`src/rtl/sprite_pkg.sv`:
```
// rtl/sprite_pkg.sv - shared types and constants for the fighter sprite fetch path
package sprite_pkg;

    typedef enum logic [1:0] {
        IDLE    = 2'd0,
        LOOP    = 2'd1,
        ONESHOT = 2'd2,
        DONE    = 2'd3
    } anim_state_t;

    localparam int H_ACTIVE                = 640;
    localparam int V_ACTIVE                = 480;
    localparam int DEFAULT_TRANSPARENT_IDX = 1;

    // Bit width needed to count 0..n-1, never less than one bit.
    function automatic int width_of(input int n);
        return (n > 1) ? $clog2(n) : 1;
    endfunction

endpackage

```
`src/rtl/sprite_anim_ctrl.sv`:
```
// rtl/sprite_anim_ctrl.sv - animation frame sequencer with loop and one-shot modes
module sprite_anim_ctrl
    import sprite_pkg::*;
#(
    parameter int NUM_FRAMES = 4,
    parameter int FRAME_HOLD = 8
) (
    input  logic                            Clk,
    input  logic                            Reset,
    input  logic                            frame_tick,
    input  logic                            anim_start,
    input  logic                            anim_mode,
    output logic [width_of(NUM_FRAMES)-1:0] anim_frame,
    output logic                            anim_done
);

    localparam int FW = width_of(NUM_FRAMES);
    localparam int HW = width_of(FRAME_HOLD);
    localparam logic [FW-1:0] LAST_FRAME = FW'(NUM_FRAMES - 1);
    localparam logic [HW-1:0] LAST_HOLD  = HW'(FRAME_HOLD - 1);

    anim_state_t   state, state_nx;
    logic [HW-1:0] hold, hold_nx;
    logic [FW-1:0] frame, frame_nx;

    // State, hold counter and frame number registers.
    always_ff @(posedge Clk or posedge Reset) begin
        if (Reset) begin
            state <= IDLE;
            hold  <= '0;
            frame <= '0;
        end else begin
            state <= state_nx;
            hold  <= hold_nx;
            frame <= frame_nx;
        end
    end

    // Next-state logic: anim_start overrides everything, including a coincident tick.
    always_comb begin
        state_nx = state;
        hold_nx  = hold;
        frame_nx = frame;
        if (anim_start) begin
            state_nx = anim_mode ? ONESHOT : LOOP;
            hold_nx  = '0;
            frame_nx = '0;
        end else begin
            case (state)
                LOOP, ONESHOT: begin
                    if (frame_tick) begin
                        if (hold == LAST_HOLD) begin
                            hold_nx = '0;
                            if (frame == LAST_FRAME) begin
                                frame_nx = '0;
                            end else begin
                                frame_nx = frame + FW'(1);
                            end
                            if (state == ONESHOT && frame_nx == LAST_FRAME) begin
                                state_nx = DONE;
                            end
                        end else begin
                            hold_nx = hold + HW'(1);
                        end
                    end
                end
                default: begin
                    state_nx = state;
                end
            endcase
        end
    end

    assign anim_frame = frame;
    assign anim_done  = (state == DONE);

endmodule

```
`src/rtl/sprite_fetch.sv`:
```
// rtl/sprite_fetch.sv - sprite hit test, ROM addressing and two-stage palette index pipeline
module sprite_fetch
    import sprite_pkg::*;
#(
    parameter int SPRITE_W        = 64,
    parameter int SPRITE_H        = 96,
    parameter int NUM_FRAMES      = 4,
    parameter int FRAME_HOLD      = 8,
    parameter int TRANSPARENT_IDX = DEFAULT_TRANSPARENT_IDX,
    parameter int ADDR_W          = 15
) (
    input  logic                            Clk,
    input  logic                            Reset,
    input  logic [9:0]                      DrawX,
    input  logic [9:0]                      DrawY,
    input  logic [9:0]                      sprite_x,
    input  logic [9:0]                      sprite_y,
    input  logic                            facing_left,
    input  logic                            frame_tick,
    input  logic                            anim_start,
    input  logic                            anim_mode,
    output logic [ADDR_W-1:0]               rom_addr,
    input  logic [3:0]                      rom_data,
    output logic [3:0]                      pal_index,
    output logic                            sprite_on,
    output logic [width_of(NUM_FRAMES)-1:0] anim_frame,
    output logic                            anim_done
);

    logic [10:0]       x_end, y_end;
    logic              hit;
    logic [9:0]        dx, dy;
    logic [ADDR_W-1:0] col;
    logic [ADDR_W-1:0] addr_nx;
    logic              hit_q1, hit_q2;

    sprite_anim_ctrl #(
        .NUM_FRAMES(NUM_FRAMES),
        .FRAME_HOLD(FRAME_HOLD)
    ) u_anim (
        .Clk       (Clk),
        .Reset     (Reset),
        .frame_tick(frame_tick),
        .anim_start(anim_start),
        .anim_mode (anim_mode),
        .anim_frame(anim_frame),
        .anim_done (anim_done)
    );

    // Box test in 11 bits so a sprite hanging past column/row 1023 does not wrap around.
    always_comb begin
        x_end = {1'b0, sprite_x} + 11'(SPRITE_W);
        y_end = {1'b0, sprite_y} + 11'(SPRITE_H);
        hit   = ({1'b0, DrawX} >= {1'b0, sprite_x}) && ({1'b0, DrawX} < x_end) &&
                ({1'b0, DrawY} >= {1'b0, sprite_y}) && ({1'b0, DrawY} < y_end);
    end

    // ROM address: frame base + row offset + (optionally mirrored) column, modulo 2^ADDR_W.
    always_comb begin
        dx      = DrawX - sprite_x;
        dy      = DrawY - sprite_y;
        col     = facing_left ? (ADDR_W'(SPRITE_W - 1) - ADDR_W'(dx)) : ADDR_W'(dx);
        addr_nx = ADDR_W'(anim_frame) * ADDR_W'(SPRITE_W * SPRITE_H)
                + ADDR_W'(dy) * ADDR_W'(SPRITE_W)
                + col;
    end

    // Stage 1 registers the address; stage 2 keeps the hit flag aligned with ROM output.
    always_ff @(posedge Clk or posedge Reset) begin
        if (Reset) begin
            rom_addr <= '0;
            hit_q1   <= 1'b0;
            hit_q2   <= 1'b0;
        end else begin
            rom_addr <= addr_nx;
            hit_q1   <= hit;
            hit_q2   <= hit_q1;
        end
    end

    assign pal_index = rom_data;
    assign sprite_on = hit_q2 && (rom_data != 4'(TRANSPARENT_IDX));

endmodule
```
`config.mk`:
```
export PLATFORM = sky130hd
export DESIGN_NAME = sprite_fetch
export DESIGN_NICKNAME = d
export VERILOG_FILES = /design/src/rtl/sprite_pkg.sv /design/src/rtl/sprite_anim_ctrl.sv /design/src/rtl/sprite_fetch.sv
export SDC_FILE = /design/constraint.sdc
export NUM_CORES = 1
export LEC_CHECK = 0
export ABC_AREA = 1
export CELL_PAD_IN_SITES_DETAIL_PLACEMENT = 1
export CELL_PAD_IN_SITES_GLOBAL_PLACEMENT = 2
export CORE_UTILIZATION = 30
export CTS_BUF_LIST = sky130_fd_sc_hd__clkbuf_4 sky130_fd_sc_hd__clkbuf_8 sky130_fd_sc_hd__clkbuf_16
export CTS_CLUSTER_SIZE = 28
export DETAILED_ROUTE_END_ITERATION = 8
export PLACE_DENSITY = 0.95
export SLEW_MARGIN = 10
export SYNTH_ARGS = -nofsm -noshare
export SYNTH_HDL_FRONTEND = slang
export SYNTH_SLANG_ARGS = --single-unit
```
`constraint.sdc`:
```
create_clock -name Clk -period 3.61 [get_ports Clk]
set_input_delay 0.9025 -clock Clk [delete_from_list [all_inputs] [get_ports Clk]]
set_output_delay 0.9025 -clock Clk [all_outputs]
set_load 0.02 [all_outputs]
```
run_1/final_congestion.png
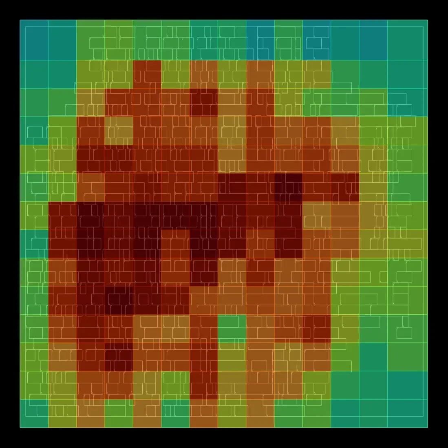
met1 Use GR: 26.4%
met3 GRT Util: 3.58%

run_1/met4.png
Scale: 4 px per um. Supply wires on this layer in grey.
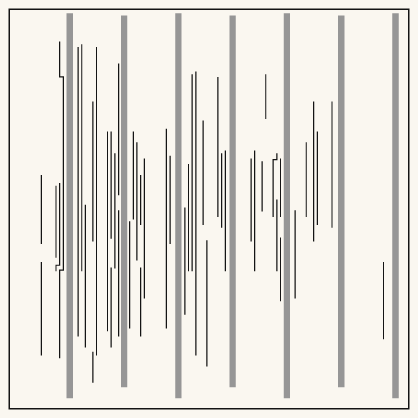
share of all routed wire: 9.8%
longest straight run: 76.8 um
wire length on this layer: 1440 um
main direction: vertical
nets with wire on the layer: 45
number of vias in the routed layout: 3518
Total Routed Length: 14700 um

==> flow_metrics.rpt <==
FLOW METRICS REPORT
----------------------------------------------------
[Final layout]
  Final-stage net count ........................ 672
  Non-clk bufs ........................ 198
  Mi-comb count ........................ 264
  Fraction of final layout cells with drive strength greater than 1 ........................ 42.4%
  Register area ........................ 601 um^2
  Register with the most flip-flops ........................ rom_addr
  Largest cell class by area ........................ combinational gates
  Clock tree cell share of total cell area ........................ 1.35%

[Setup path]
  Worst reg2reg endpoint ........................ rom_addr[14]$_DFF_PP0_
  Worst reg-to-reg path cell count ........................ 13
  Data required time of the critical path ........................ 3.76 ns
  Launching point of the worst reg2reg path ........................ u_anim.anim_frame[0]$_DFFE_PP0P_
  Buffer-and-inverter tally for the worst setup path ........................ 4
  CP Capture Type ........................ flip-flop
  Cell at the slowest stage of the critical path ........................ sky130_fd_sc_hd__ha_4

[Detailed routing]
  First drt pass iteration count ........................ 4
  Vias per cell ........................ 5.06
  Topmost layer with routed signal wires ........................ met4
  DRC ........................ 0

[Floorplanning]
  Width of the die ........................ 99.5 um
  Area of the core ........................ 9240 um^2
  Die boundary height ........................ 99.5 um
  Die Area ........................ 9900 um^2
  Initial core utilization ........................ 30.9%

[Logic synthesis]
  Dominant register cell in the synthesized netlist ........................ sky130_fd_sc_hd__dfrtp_1
  Synth top area share ........................ 22.4%
  Most popular library cell in the synthesized design by count ........................ sky130_fd_sc_hd__inv_1
  Chip area in the Yosys report ........................ 2850 um^2
  Area share of fa/ha/maj cells after synthesis ........................ 25.2%
  Post-synthesis share of cell area spent on and, or, nand and nor gates ........................ 20.7%
  Top non-seq family ........................ adder cells
  Yosys top cell by area ........................ sky130_fd_sc_hd__ha_1
  Total cells reported by yosys after synthesis ........................ 371
  Number of warnings reported in the yosys synthesis log ........................ 0
  Total of flip-flops plus latches after synthesis ........................ 24

[Pwr]
  Power dissipated by switching net loads ........................ 0.996 mW
  Static Leakage ........................ 2.63 nW
  Proportion of total power due to net switching ........................ 42.6%
  Power dissipated in combinational cells ........................ 1.72 mW
  Group drawing the most power ........................ combinational cells
  Total power after layout ........................ 2.34 mW
  Clock network power share ........................ 10.3%
  Clock net power ........................ 0.242 mW
  Internal power component ........................ 1.34 mW
  Ratio of total power to cell area ........................ 442 nW/um^2
  Seq pwr share ........................ 16.1%

[Place]
  Number of instances in the placed design ........................ 645
  HPWL after DPL ........................ 7330 um

[Timing]
  Final Hold Violating Endpoints ........................ 0
  Post-layout minimum cycle time ........................ 4.52 ns
  Post-layout worst setup margin ........................ -0.908 ns
  Endpoints failing setup ........................ 7
  Max-slew headroom ........................ 36.9%
  Max Clock Freq ........................ 221 MHz

[Outcome]
  Failing checks ........................ negative setup slack
  Outcome ........................ finished with violations

[Global route]
  Overflow left after global routing ........................ 0
  Met2 usage ........................ 54.3%
  Maximum number of pins on one net before global-route repair ........................ 25
  Busiest metal layer after global routing ........................ met2

[Clocking]
  Clock-pin slew of the registers on the worst-case setup and hold paths ........................ 0.09 ns
  Number of buffers inserted to repair setup after CTS ........................ 48
  H-tree lvl count ........................ 1

[Flow run]
  Reported max-cap violation count ........................ 0

----------------------------------------------------
run_1/wire_density.png
Scale: 4 px per um. The die is cut into 20 by 20 equal tiles; white is low, dark blue is high, scaled to the fullest tile. Values are wire area over tile area, all layers added.
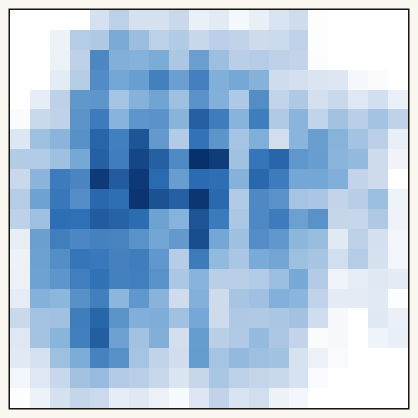
mean over tiles: 0.25
fullest tile: 0.69
emptiest ninth of the die: lower right
total routing usage reported by global routing: 27.7%
post-DR wirelength/cell: 21.2 um

run_1/zoom.png
Region (35, 15) to (65, 45) um. Cells in grey, sequential cells in the stronger grey; small squares are vias.
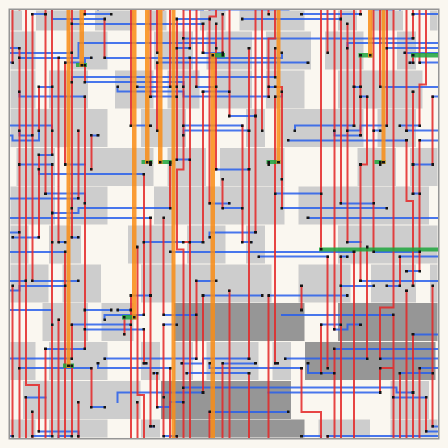
| colour | layer |
|---|---|
| blue | met1 |
| green | met3 |
| orange | met4 |
| red | met2 |
sequential cells in the window: 4
netlist names of flops here include: rom_addr (4)
most frequent: buf_4 (20), inv_1 (5)
cells with their middle in the window: 59

Power and IR drop assume default switching activity.
